<file path="config.mk">
export PLATFORM = sky130hd
export DESIGN_NAME = gpio_in_reader_flat
export DESIGN_NICKNAME = d
export VERILOG_FILES = /design/src/rtl/gpio_in_pkg.sv /design/src/rtl/gpio_in_reader_if.sv /design/src/rtl/gpio_in_debounce.sv /design/src/rtl/gpio_in_reader.sv /design/src/flat_wrapper.sv
export SDC_FILE = /design/constraint.sdc
export NUM_CORES = 1
export LEC_CHECK = 0
export ABC_AREA = 1
export CORE_MARGIN = 2
export CORE_UTILIZATION = 49
export DETAILED_ROUTE_END_ITERATION = 10
export GPL_ROUTABILITY_DRIVEN = 0
export PLACE_DENSITY = 0.84
export SYNTH_ARGS = -nofsm -noshare
export SYNTH_HDL_FRONTEND = slang
export SYNTH_HIERARCHICAL = 1
export SYNTH_SLANG_ARGS = --single-unit
</file>
<file path="constraint.sdc">
create_clock -name clk_5mhz -period 1.5 [get_ports clk_5mhz]
set_clock_uncertainty 0.15 [all_clocks]
set_input_delay 0.3 -clock clk_5mhz [delete_from_list [all_inputs] [get_ports clk_5mhz]]
set_output_delay 0.3 -clock clk_5mhz [all_outputs]
set_load 0.05 [all_outputs]
</file>
<file path="src/rtl/gpio_in_pkg.sv">
// rtl/gpio_in_pkg.sv - register offsets and read FSM states for gpio_in_reader
package gpio_in_pkg;

    localparam logic [3:0] GPIO_IN_LEVEL = 4'h0;
    localparam logic [3:0] GPIO_IN_RISE  = 4'h4;
    localparam logic [3:0] GPIO_IN_FALL  = 4'h8;

    typedef enum logic {
        IDLE = 1'b0,
        RESP = 1'b1
    } gpio_in_state_e;

    // Register index from a byte offset; only bits [3:2] select a register.
    function automatic logic [1:0] gpio_in_word(input logic [3:0] offset);
        return offset[3:2];
    endfunction

endpackage

</file>
<file path="src/rtl/gpio_in_reader_if.sv">
// rtl/gpio_in_reader_if.sv - single-outstanding req/gnt/rvalid read port
interface gpio_in_reader_if;

    logic        rd_req_i;
    logic [3:0]  rd_addr_i;
    logic        rd_gnt_o;
    logic        rd_rvalid_o;
    logic [31:0] rd_rdata_o;

    modport master (
        output rd_req_i,
        output rd_addr_i,
        input  rd_gnt_o,
        input  rd_rvalid_o,
        input  rd_rdata_o
    );

    modport slave (
        input  rd_req_i,
        input  rd_addr_i,
        output rd_gnt_o,
        output rd_rvalid_o,
        output rd_rdata_o
    );

endinterface

</file>
<file path="src/rtl/gpio_in_debounce.sv">
// rtl/gpio_in_debounce.sv - one-bit 2-flop synchroniser plus debounce counter
// Counter is built only with GPIO_IN_DEBOUNCE_EN; otherwise stable = synchronised value.
module gpio_in_debounce #(
    parameter int DEBOUNCE_CYCLES = 50000
) (
    input  logic clk_5mhz,
    input  logic rst_ni,
    input  logic i_raw,
    output logic o_stable
);

    if (DEBOUNCE_CYCLES < 1 || DEBOUNCE_CYCLES > (1 << 20)) begin : g_bad_param
        $error("gpio_in_debounce: DEBOUNCE_CYCLES out of range 1..2^20");
    end

    logic r_sync1;
    logic r_sync2;

    always_ff @(posedge clk_5mhz or negedge rst_ni) begin
        if (!rst_ni) begin
            r_sync1 <= 1'b0;
            r_sync2 <= 1'b0;
        end else begin
            r_sync1 <= i_raw;
            r_sync2 <= r_sync1;
        end
    end

`ifdef GPIO_IN_DEBOUNCE_EN
    localparam int CNT_W = $clog2(DEBOUNCE_CYCLES + 1);

    logic [CNT_W-1:0] r_cnt;
    logic             r_stable;

    // Any cycle that agrees with the stable value restarts the count.
    always_ff @(posedge clk_5mhz or negedge rst_ni) begin
        if (!rst_ni) begin
            r_cnt    <= '0;
            r_stable <= 1'b0;
        end else if (r_sync2 != r_stable) begin
            if (r_cnt == CNT_W'(DEBOUNCE_CYCLES)) begin
                r_stable <= r_sync2;
                r_cnt    <= '0;
            end else begin
                r_cnt <= r_cnt + 1'b1;
            end
        end else begin
            r_cnt <= '0;
        end
    end

    assign o_stable = r_stable;
`else
    assign o_stable = r_sync2;
`endif

endmodule

</file>
<file path="src/rtl/gpio_in_reader.sv">
// rtl/gpio_in_reader.sv - debounced BTN/SW levels with sticky edge flags and irq
// Debounce depth selected by GPIO_IN_DEBOUNCE_EN (see gpio_in_debounce).
module gpio_in_reader
    import gpio_in_pkg::*;
#(
    parameter int NUM_IN          = 8,
    parameter int DEBOUNCE_CYCLES = 50000
) (
    input  logic              clk_5mhz,
    input  logic              rst_ni,
    input  logic [3:0]        btn_i,
    input  logic [3:0]        sw_i,
    gpio_in_reader_if.slave   rd,
    output logic              irq_o
);

    localparam logic [1:0] W_LEVEL = gpio_in_word(GPIO_IN_LEVEL);
    localparam logic [1:0] W_RISE  = gpio_in_word(GPIO_IN_RISE);
    localparam logic [1:0] W_FALL  = gpio_in_word(GPIO_IN_FALL);

    logic [NUM_IN-1:0] w_raw;
    logic [NUM_IN-1:0] w_stable;
    logic [NUM_IN-1:0] r_stable_prev;
    logic [NUM_IN-1:0] r_rise;
    logic [NUM_IN-1:0] r_fall;
    logic [NUM_IN-1:0] w_clr_rise;
    logic [NUM_IN-1:0] w_clr_fall;
    logic [31:0]       w_rd_word;
    logic [31:0]       r_rdata;
    logic              r_irq;
    logic              w_gnt;
    logic              w_rvalid;
    logic              w_capture;
    logic [1:0]        w_word;

    gpio_in_state_e r_state;
    gpio_in_state_e w_state_d;

    assign w_raw  = NUM_IN'({sw_i, btn_i});
    assign w_word = rd.rd_addr_i[3:2];

    for (genvar gi = 0; gi < NUM_IN; gi++) begin : g_bit
        gpio_in_debounce #(
            .DEBOUNCE_CYCLES(DEBOUNCE_CYCLES)
        ) u_debounce (
            .clk_5mhz (clk_5mhz),
            .rst_ni   (rst_ni),
            .i_raw    (w_raw[gi]),
            .o_stable (w_stable[gi])
        );
    end

    always_ff @(posedge clk_5mhz or negedge rst_ni) begin
        if (!rst_ni) r_state <= IDLE;
        else         r_state <= w_state_d;
    end

    always_comb begin
        w_state_d = r_state;
        w_gnt     = 1'b0;
        w_rvalid  = 1'b0;
        w_capture = 1'b0;
        case (r_state)
            IDLE: begin
                w_gnt = rd.rd_req_i;
                if (rd.rd_req_i) begin
                    w_capture = 1'b1;
                    w_state_d = RESP;
                end
            end
            RESP: begin
                w_rvalid  = 1'b1;
                w_state_d = IDLE;
            end
            default: w_state_d = IDLE;
        endcase
    end

    always_comb begin
        w_rd_word  = '0;
        w_clr_rise = '0;
        w_clr_fall = '0;
        case (w_word)
            W_LEVEL: w_rd_word = 32'(w_stable);
            W_RISE: begin
                w_rd_word  = 32'(r_rise);
                w_clr_rise = w_capture ? r_rise : '0;
            end
            W_FALL: begin
                w_rd_word  = 32'(r_fall);
                w_clr_fall = w_capture ? r_fall : '0;
            end
            default: w_rd_word = '0;
        endcase
    end

    // New edges are OR-ed in after the clear so a coincident event survives the read.
    always_ff @(posedge clk_5mhz or negedge rst_ni) begin
        if (!rst_ni) begin
            r_stable_prev <= '0;
            r_rise        <= '0;
            r_fall        <= '0;
            r_irq         <= 1'b0;
            r_rdata       <= '0;
        end else begin
            r_stable_prev <= w_stable;
            r_rise        <= (r_rise & ~w_clr_rise) | (w_stable & ~r_stable_prev);
            r_fall        <= (r_fall & ~w_clr_fall) | (~w_stable & r_stable_prev);
            r_irq         <= |{r_rise, r_fall};
            if (w_capture) r_rdata <= w_rd_word;
        end
    end

    assign rd.rd_gnt_o    = w_gnt;
    assign rd.rd_rvalid_o = w_rvalid;
    assign rd.rd_rdata_o  = w_rvalid ? r_rdata : '0;
    assign irq_o          = r_irq;

endmodule

</file>
<file path="src/flat_wrapper.sv">
// flat-port wrapper written by rule: the top's interface ports become plain ports
module gpio_in_reader_flat import gpio_in_pkg::*;
#(
    parameter int NUM_IN          = 8,
    parameter int DEBOUNCE_CYCLES = 50000
)
  (clk_5mhz, rst_ni, btn_i, sw_i, irq_o, rd_rd_req_i, rd_rd_addr_i, rd_rd_gnt_o, rd_rd_rvalid_o, rd_rd_rdata_o);
  gpio_in_reader_if rd_i ();
  input  logic clk_5mhz;
  input  logic rst_ni;
  input  logic [3:0] btn_i;
  input  logic [3:0] sw_i;
  output logic irq_o;
  input wire logic [$bits(rd_i.rd_req_i)-1:0] rd_rd_req_i;
  input wire logic [$bits(rd_i.rd_addr_i)-1:0] rd_rd_addr_i;
  output wire logic [$bits(rd_i.rd_gnt_o)-1:0] rd_rd_gnt_o;
  output wire logic [$bits(rd_i.rd_rvalid_o)-1:0] rd_rd_rvalid_o;
  output wire logic [$bits(rd_i.rd_rdata_o)-1:0] rd_rd_rdata_o;
  assign rd_i.rd_req_i = rd_rd_req_i;
  assign rd_i.rd_addr_i = rd_rd_addr_i;
  assign rd_rd_gnt_o = rd_i.rd_gnt_o;
  assign rd_rd_rvalid_o = rd_i.rd_rvalid_o;
  assign rd_rd_rdata_o = rd_i.rd_rdata_o;
  gpio_in_reader #(.NUM_IN(NUM_IN), .DEBOUNCE_CYCLES(DEBOUNCE_CYCLES)) u_core (.clk_5mhz(clk_5mhz), .rst_ni(rst_ni), .btn_i(btn_i), .sw_i(sw_i), .rd(rd_i), .irq_o(irq_o));
endmodule
</file>
==> flow_summary.toml <==
# synthesis and place-and-route metrics
[floorplanning]
fp.dieW_um = 69.7
io-pin-count = 50
die-area_um2 = 4850
fp_util_pct = 51.7
die_y_um = 69.7

[worst_setup_path]
path_buffers = 3
cp_slowest_stage_delay_ns = 0.46
startpoint_type = "register"
r2r_slack_ns = 0.08
crit_end = "rd_rd_rdata_o[5]"
worstPathRequired_ns = 1.05
crit_cells = 4
timing.rr.start = "u_core/r_state"
critPathMaxFanout = 5
worst_r2r_endpoint = "u_core/r_fall[1]"
worstSetupPathType = "reg -> out"
path_cells = "buf_6, nand2_2, inv_2, buf_12"
path_delay_family = "flip-flops"
reg2reg_depth = 6
critPathCaptureType = "output port"
startpoint = "u_core/r_state"
slowest_stage = "dfrtp_2"
arrival_ns = 1.15

[detailed_routing]
vias_per_cell = 4.70
drc = 0
antenna_left = 0
drtIter0Drc = 34
dr.pass1.iters = 4

[place]
place_ws_ns = -0.163
port_buffers = 23
dp_hpwl_mm = 2.55
place_area_um2 = 2470

[timing]
slew_viol_final = 0
min_period_ns = 1.60
hold_slack_ns = 0.203
clock.fmax_mhz = 627
fin_ws_ns = -0.0959
finalSetupViolCount = 9
period_used_pct = 106
hold_viol = 0
rsz0062_at_grt = "yes"

[clock_network]
clockBufferDepth = 2
cts_tree = "done"
cts_sinks = 50
path_clk_slew_ns = 0.08
numCtsBuffers = 5
cts_root_buffer = "clkbuf_8"
htreeDepth = 2
insertion_delay_ns = 0.30

[synthesis]
ys_warn_count = 6
ys_ff = 50
ys_sh_aoi_pct = 4.80
synth_cells = 217
ys_top_logic_family = "simple AND/OR/NAND/NOR gates"
ys_types = 20
yosys_area_um2 = 2110
mux_area_share_pct = 0
netlist_area_um2 = 2110
xor_area_share_pct = 0
ys_cells = 217
ys_sh_adder_pct = 0
simple_gate_share_pct = 19.2
synth_area_per_cell_um2 = 9.74
ys_seq_share_pct = 59.2

[hold_path]
hold-path-endpoint = "u_core/g_bit[2].u_debounce/o_stable"
whs_path_depth = 0
hold_path_startpoint = "u_core/g_bit[2].u_debounce/r_sync1"
hold_path_class = "reg -> reg"

[final_layout]
area_growth_pct = 26.1
num_antenna_cells = 0
drive_above_1_share_pct = 23.8
layout_top_cell = "dfrtp_1"
finalNetCount = 275
layout.cells.most_common_list = "dfrtp_1 (49), nand2_1 (42), nand3_1 (25), conb_1 (24), inv_1 (22)"
combGateArea_um2 = 628
regArea_um2 = 1250

[global_routing]
grt_pass1_wl_mm = 6.19
grt_pass1_vias = 1373
antenna_found_initial = 0
track_usage_pct = 15.9
grt_max_degree = 34
gr-total-overflow = 0

[run_status]
violations = "setup timing"
status = "complete, but fails checks"

[run]
drv_cap = 0
warning_count = 30

[power_and_ir_drop]
p_int_mw = 2.06
leakage_nw = 1.37
pwr-share-clk_pct = 26.2
switching_share_pct = 30.0
maxPowerGroup = "registers"
vdd_drop_max_mv = 0.600
combinationalPowerShare_pct = 21.5
power_frac_seq_pct = 52.3
p_sw_uw = 883
comb-power_uw = 634
p_total_mw = 2.95
p_clk_uw = 772
p_seq_mw = 1.54
p_per_area_nw_per_um2 = 1110
-- stage by stage --
| stage | setup TNS, ns | std cells | util, % |
|---|---|---|---|
| after floorplan | 0 | 240 | - |
| after global placement | -2.54 | 296 | 60.5 |
| after detailed placement | -3.28 | 296 | 60.5 |
| after CTS | -0.816 | 308 | 64.4 |
| after global routing | -1.01 | 311 | 65.2 |
| final | -0.733 | 311 | 65.2 |
-- synth_stat cells --
master	number	share of area (%)
o21ai_2	1	0.41
nand2_4	1	0.53
nand2_2	2	0.59
dfrtp_1	50	59
inv_1	30	5.3
o21ai_0	7	1.7
inv_4	1	0.30
o21ai_1	4	0.95
nand4_1	3	0.89
inv_2	2	0.36
o22ai_1	6	1.8
nand2_1	49	8.7
nor2_4	2	1.1
clkinv_1	1	0.18
nand3_1	25	5.9
nor2_8	1	0.95
buf_6	3	1.6
conb_1	1	0.18
buf_4	25	8.9
nor2_1	3	0.53
-- state kept, by name, indices dropped and copies added (netlist names) --
name                              cells
u_core/r_rise                         8
u_core/irq_o                          1
u_core/r_state                        1
u_core/r_rdata                        8
u_core/g_bit.u_debounce/r_sync1       8
u_core/r_fall                         8
u_core/r_stable_prev                  8
u_core/g_bit.u_debounce/o_stable      8
-- what timing repair did --
action / in CTS / in global routing
endpoints found under the hold margin: 17 / 0
gates resized: 20 / 5
setup endpoints to repair: 9 / 10
buffers inserted: 3 / 3
hold buffers: 1 / 0
cloned: 0 / 0
-- metal layers --
layer	global-route usage, %	up-vias	routed length (um)
met4	5.34	0	55
met1	20.3	686	1520
met3	3.92	8	223
met2	26.7	54	1830
li1	-	713	-
met5	0	-	0
-- area by class of cell --
type,count,share of cell area [%]
repair buffers,41,18.6
multi-input cells,128,23.6
flip-flops and latches,50,47.0
clock buffers,7,3.24
clock inverters,1,0.188
well taps,50,2.35
inverters,34,5.07
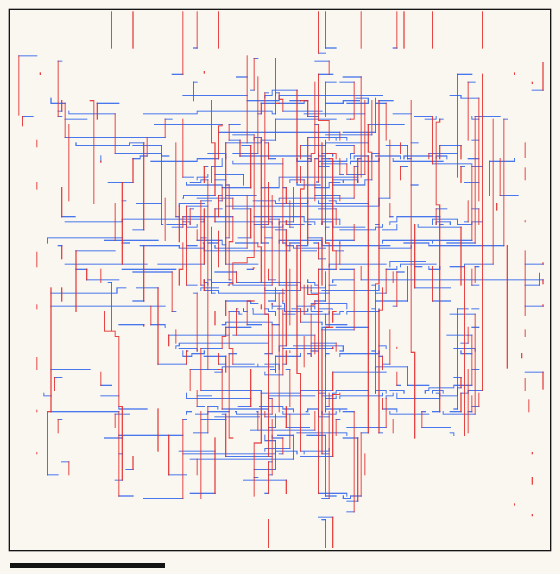
Figure 1: routed metal, one color a layer.
Bar = 20 um. Only two layers are drawn.
Key: metal 2 = red [wire length 1830 um]; metal 1 = blue [wire length 1520 um]
DRT Wirelength: 3.62 mm
drt wl/cell: 11.6 um
DR vias: 1461

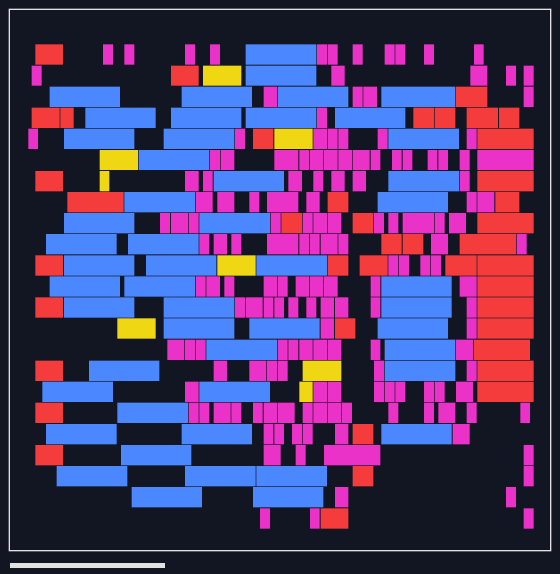
Figure 2: cells colored by class.
Bar = 20 um.
Key: clock drivers and dummy loads = yellow [cells 8, share of their area 3.5%]; remaining buffers and delay cells = red [cells 41, share of their area 19%]; sequential cells = blue [cells 50, share of their area 48%]; combinational and other logic = magenta [cells 162, share of their area 29%]
core area: 4090 um^2
final instance area: 2670 um^2
Seq area share: 47.0%
fin util: 65.2%
Core Rows: 23

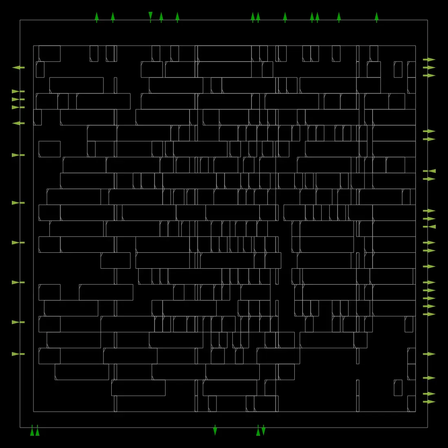
Figure 3: cell outlines without signal wires.
Post-Layout Cell Count: 311
Tapcells: 50
FF+latch count: 50
number of fill cells: 321

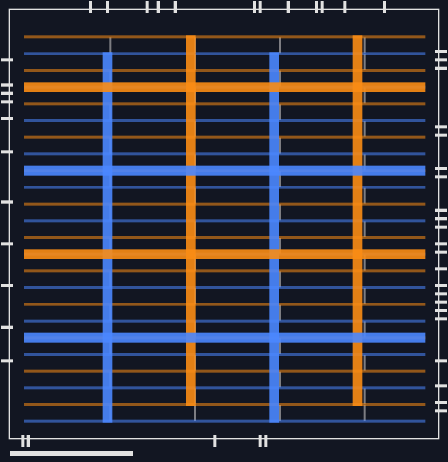
Figure 4: supply network.
Bar = 20 um. Pins as bars on the die edge. Tap cells in gray.
Key: VDD = orange; VSS = blue
50 signal pins sit on the boundary. 4 straps on met5. 4 straps on met4. 50 tap cells. The core has 23 rows.

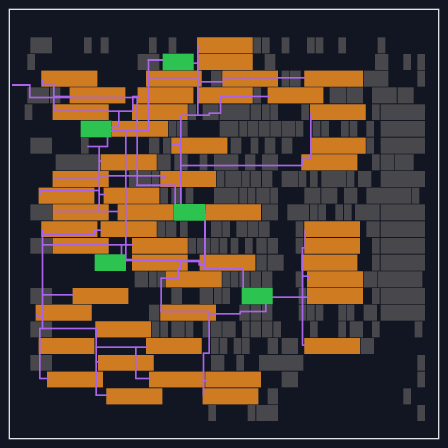
Figure 5: clock distribution.
Key: clock wires = purple [length 506 um]; clock drivers = green [count 5]; flip-flops = orange [count 50]
Position of the flops: widely spread.

Power figures rest on the tool's default switching activity, not on a simulated workload.
